===== config.mk =====
export PLATFORM = sky130hd
export DESIGN_NAME = fetch_controller
export DESIGN_NICKNAME = d
export VERILOG_FILES = /design/src/rtl/fetch_pkg.sv /design/src/rtl/fetch_controller_instr_latch.sv /design/src/rtl/fetch_controller.sv
export SDC_FILE = /design/constraint.sdc
export NUM_CORES = 1
export LEC_CHECK = 0
export CAP_MARGIN = 20
export CORE_ASPECT_RATIO = 0.9
export CORE_MARGIN = 2
export CORE_UTILIZATION = 34
export DETAILED_ROUTE_END_ITERATION = 6
export GPL_TIMING_DRIVEN = 0
export MAX_ROUTING_LAYER = met4
export PLACE_DENSITY = 0.78
export SLEW_MARGIN = 20
export SYNTH_ARGS = -nofsm -noshare
export SYNTH_HDL_FRONTEND = slang
export SYNTH_SLANG_ARGS = --single-unit

===== constraint.sdc =====
create_clock -name clk -period 1.7 [get_ports clk]
set_input_delay 0.17 -clock clk [delete_from_list [all_inputs] [get_ports clk]]
set_output_delay 0.17 -clock clk [all_outputs]
set_load 0.005 [all_outputs]

===== src/rtl/fetch_pkg.sv =====
// Shared types and constants for the instruction fetch stage.
package fetch_pkg;

  typedef enum logic [1:0] {
    IDLE   = 2'd0,
    REQ    = 2'd1,
    HOLD   = 2'd2,
    HALTED = 2'd3
  } fetch_state_t;

  // Default PC step for one sequential fetch (one 32-bit word).
  localparam int unsigned INC_DEFAULT = 4;

endpackage


===== src/rtl/fetch_controller_instr_latch.sv =====
// Capture register for the fetched word handed to decode.
// A load has priority over a drop so a word captured in the same cycle
// the previous one is consumed is never lost.
module instr_latch #(
  parameter int N = 32
) (
  input  logic         clk,
  input  logic         clr,
  input  logic         load,
  input  logic         drop,
  input  logic [N-1:0] data_in,
  input  logic [N-1:0] pc_in,
  output logic         valid,
  output logic [N-1:0] instr,
  output logic [N-1:0] instr_pc
);

  // Hold the word and its PC; valid tracks whether decode still owns it.
  always_ff @(posedge clk or negedge clr) begin
    if (!clr) begin
      valid    <= 1'b0;
      instr    <= '0;
      instr_pc <= '0;
    end else if (load) begin
      valid    <= 1'b1;
      instr    <= data_in;
      instr_pc <= pc_in;
    end else if (drop) begin
      valid    <= 1'b0;
    end
  end

endmodule


===== src/rtl/fetch_controller.sv =====
// Fetch-stage sequencer: steers the external PC register, issues one
// outstanding instruction-memory request at a time and presents the
// returned word to decode. Redirect beats halt beats normal flow.
module fetch_controller
  import fetch_pkg::*;
#(
  parameter int N   = 32,
  parameter int INC = INC_DEFAULT
) (
  input  logic         clk,
  input  logic         clr,
  input  logic         start,
  input  logic [N-1:0] pc_cur,
  output logic         pc_load,
  output logic [N-1:0] pc_next,
  output logic         imem_req,
  output logic [N-1:0] imem_addr,
  input  logic         imem_ack,
  input  logic [N-1:0] imem_rdata,
  output logic         instr_valid,
  output logic [N-1:0] instr,
  output logic [N-1:0] instr_pc,
  input  logic         instr_ready,
  input  logic         stall,
  input  logic         redirect,
  input  logic [N-1:0] redirect_pc,
  input  logic         halt,
  output logic         busy
);

  localparam logic [N-1:0] STEP = N'(INC);

  fetch_state_t state, next_state;
  logic         load_raw;
  logic         latch_load;
  logic         latch_drop;
  logic [N-1:0] pc_plus;

  // Sequential successor; the adder width makes the wrap at 2^N implicit.
  assign pc_plus = pc_cur + STEP;

  // State register; async clear forces IDLE so the request drops at once.
  always_ff @(posedge clk or negedge clr) begin
    // NOTE: state elements use non-blocking assignments so every register
    // samples pre-edge values regardless of block ordering.
    if (!clr) state <= IDLE;
    else      state <= next_state;
  end

  // Next state, PC steering, memory request and capture control.
  always_comb begin
    // NOTE: every output of this block is defaulted first so no path can
    // leave a signal unassigned and infer a latch.
    next_state = state;
    load_raw   = 1'b0;
    pc_next    = pc_plus;
    imem_req   = 1'b0;
    imem_addr  = pc_cur;
    latch_load = 1'b0;
    latch_drop = 1'b0;

    unique case (state)
      IDLE: begin
        if (redirect) begin
          // Sets the start address without leaving IDLE.
          load_raw = 1'b1;
          pc_next  = redirect_pc;
        end else if (start) begin
          next_state = REQ;
        end
      end

      REQ: begin
        imem_req = 1'b1;
        if (redirect) begin
          // Any ack in this cycle belongs to the stale path and is ignored.
          load_raw = 1'b1;
          pc_next  = redirect_pc;
        end else if (imem_ack) begin
          load_raw = 1'b1;
          if (halt) begin
            next_state = HALTED;
          end else begin
            latch_load = 1'b1;
            next_state = HOLD;
          end
        end
      end

      HOLD: begin
        if (redirect) begin
          load_raw   = 1'b1;
          pc_next    = redirect_pc;
          latch_drop = 1'b1;
          next_state = REQ;
        end else if (halt) begin
          latch_drop = 1'b1;
          next_state = HALTED;
        end else if (instr_ready && !stall) begin
          latch_drop = 1'b1;
          next_state = REQ;
        end
      end

      HALTED: begin
        // Terminal until clr; inputs are ignored.
      end

      default: next_state = IDLE;
    endcase
  end

  // Never disturb the PC register while it is being cleared.
  assign pc_load = load_raw & clr;
  assign busy    = (state == REQ) || (state == HOLD);

  instr_latch #(.N(N)) u_instr_latch (
    .clk     (clk),
    .clr     (clr),
    .load    (latch_load),
    .drop    (latch_drop),
    .data_in (imem_rdata),
    .pc_in   (pc_cur),
    .valid   (instr_valid),
    .instr   (instr),
    .instr_pc(instr_pc)
  );

endmodule


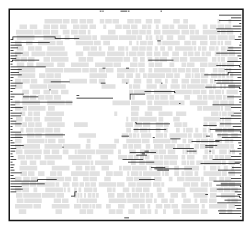
(images/m3.png)
Scale: 2 px per um.
longest straight run = 30.6 um
wire length on this layer = 1,100 um
via count: 4,251
met3 Usage GRT: 5.63%
Post-Route WL: 15,700 um

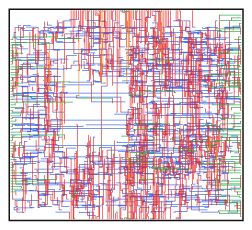
(images/layers.png)
Scale: 2 px per um.
green -> M3  # wire length 1,100 um
red -> M2  # wire length 7,910 um
blue -> M1  # wire length 6,330 um
orange -> M4  # wire length 383 um
DR WL/cell: 18.8 um
total track usage: 25.0%

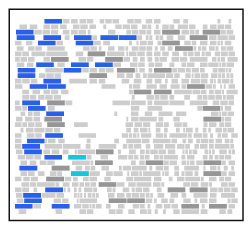
(images/ff_map.png)
Scale: 2 px per um. Other sequential cells in the stronger gray, the rest of the logic in the fainter gray.
cyan -> state  # flops 2
blue -> u_instr_latch.instr  # flops 32, where a column on the left
not colored = 33
Seq/total area: 21.3%
post-layout util: 71.9%
Reg area: 1680 um^2

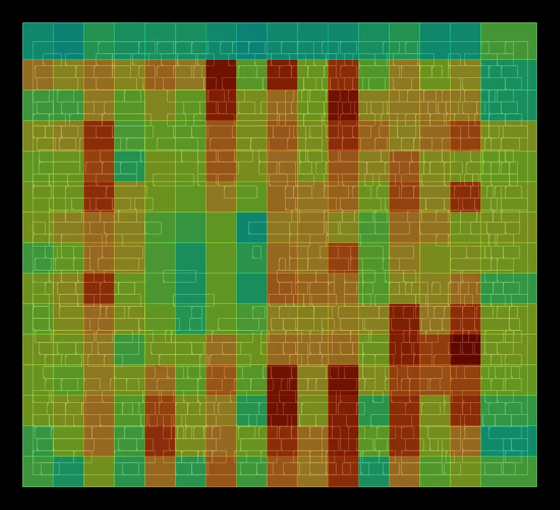
(images/congestion_map.png)
met2 Resource Use GR: 42.1%
GR peak layer: met2
M1 GR Usage: 29.1%

==> summary.txt <==
Mux share -> 19.3%
RD Place Congestion -> 0.837
XORs/XNORs by Area -> 2.05%
Max clock buf depth -> 2
Drt pass-1 iters -> 4
Final Non-Filler Cells -> 838
Endpoints failing setup -> 89
Status -> finished, violations left
WL met1 -> 6330 um
Area grow syn2layout -> 104%
Chip height -> 105 um
Lkg Pwr -> 0.00332 uW
Yosys Instances -> 370
Tmin final -> 1.95 ns
Mapped Nets -> 479
Placed insts -> 757
Power per Cell Area -> 1240 nW/um^2
Stage-log warning count -> 32
Hold Crit Depth -> 2
Logic share of the area -> 28.8%
IO Count -> 236
Min-delay worst type -> in2reg
R2R Setup Slk -> -0.17 ns
# rows -> 36
Fillers -> 782
Worst hold endpoint -> u_instr_latch.instr_pc[5]
TritonCTS clock tree -> built
Clk tree area frac -> 3.85%
Root Buffer -> clkbuf_16
Most frequent cell after synthesis -> dfrtp_1
Unrepaired setup endpoints after global routing -> yes
Clock sinks -> 67
Worst-path clk slew -> 0.06 ns
Crit Path Max Fanout -> 5
Flop count -> 67
# Post-CTS Setup Buffers -> 32
Setup TNS -> -11.82 ns
Met3 Wirelength -> 1100 um
DP Area -> 6400 um^2
Inverter count -> 6
Fmax -> 514 MHz
Endpoint class of the critical path -> output pin
Post-route ant nets -> 0
Min-delay src -> pc_cur[5]
Mapped Avg Cell Area -> 10.4 um^2
Dominant flop cell -> dfrtp_1
Slew of the pin with the lowest slew margin -> 0.485 ns
Hold violation total from the final report -> 0
Simple-Gate Fraction of Synth Area -> 15.5%
CP Cell Sequence -> ha_4 > nor2b_4 > clkbuf_8 > buf_6 > buf_4 > o21ai_1 > buf_2
Synthesis area per yosys -> 3850 um^2
First-pass GRT wire length -> 22,900 um
Slowest-stage cell, CP -> dfrtp_1
Post-cts resize count -> 369
CTS Buf Count -> 9
Flip-flops with a built-in enable -> 0
Via/cell ratio -> 5.07
Die footprint -> 12,200 um^2
Clock buffer cells -> 10
Total grt overflow -> 0
Initial antenna violation count -> 0
Max-cap violations -> 0
Synth Cell Area -> 3850 um^2
Die W -> 116 um
Synth cell types -> 34
Compound Share, Synth -> 8.65%
Top logic cell by instance count in the layout -> clkdlybuf4s50_1
Worst relative slew slack -> 67.7%
Sequential-to-total area share from yosys stat -> 43.6%
Fin nets -> 790
Cell area after layout -> 7870 um^2
Synthesis Warnings -> 0
Violated checks -> negative setup slack
Area leader, netlist -> dfrtp_1
Comb area -> 2270 um^2
CP Launch Type -> flop
Pins Over Slew Limit -> 0
Init Core Util -> 35.2%
Total Power -> 9790 uW
WP buf/inv -> 4
Reg2Reg Depth -> 7
Clk latency late pin -> 0.33 ns
Top cell category -> buffers
Tap Cells -> 152
Met2 routed WL -> 7910 um
Vias in the first global route -> 4,437
CP peak stage delay -> 0.42 ns
Critical Path RT -> 1.53 ns
MI comb cells -> 248
Layout cell share with drive strength beyond 1 -> 47.1%
Main logic family -> multiplexers
Critical path arrival -> 1.78 ns
Non-clk bufs -> 349
Cell count after synthesis -> 370
Largest net degree at the start of global routing -> 40
Top-area cell share -> 43.6%
Worst Slack Setup Final -> -0.245 ns
Yosys adder share -> 1.63%
CP Class -> reg2out
Worst flop-to-flop path startpoint -> state[0]
Buffer share of cell area -> 43.2%
I/O Buffers -> 234
DP Worst Slack -> -1.36 ns
Core Footprint -> 10,900 um^2
Share of synthesized registers carrying an async set or reset -> 100%
Crit path max-delay family -> buffers and inverters
Top cells by area -> dfrtp_1 (44%), mux2_2 (19%), buf_4 (6.2%), nand2_1 (3.2%), a31oi_1 (2.8%)
Post-synth top cells -> dfrtp_1 (67), mux2_2 (64), nand2_1 (33)
CTS Hold Buffers Added -> 2
Reg2reg end -> u_instr_latch.instr_pc[3]
Yosys reg bits -> 67
Period utilization -> 114%
DR top layer -> met4
Post-DP HPWL -> 10,300 um
# H-tree levels -> 3
Most frequent cells in the layout -> clkdlybuf4s50_1 (169), buf_4 (71), dfrtp_1 (67)
Final Skew -> 0.00470 ns
Hold WS -> 0.0980 ns
Initial DRC count -> 164
DRC viols -> 0
Maximum vdd drop -> 0.985 mV
Ant. Diodes -> 0
-- report_power, final --
group	internal (uW)	switching, uW
sequential	2400	424
clock	1160	775
combinational	3280	1750
-- registers in the layout, indices dropped and copies added (netlist names) --
name	count
state	2
u_instr_latch.instr	32
u_instr_latch.valid	1
u_instr_latch.instr_pc	32
-- how the worst max path moves through the flow --
stage                         start                endpoint  slack (ns)  depth (start not counted)
after floorplan            state[1]  u_instr_latch.instr[0]       -0.04                          6
after global placement          clr                 pc_load       -2.26                          4
after detailed placement  pc_cur[2]             pc_next[24]       -1.36                          7
after CTS                  state[1]             pc_next[10]       -0.26                          8
after global routing       state[0]             pc_next[13]       -0.29                          7
final                      state[0]             pc_next[10]       -0.25                          7
Power and IR drop assume default switching activity.
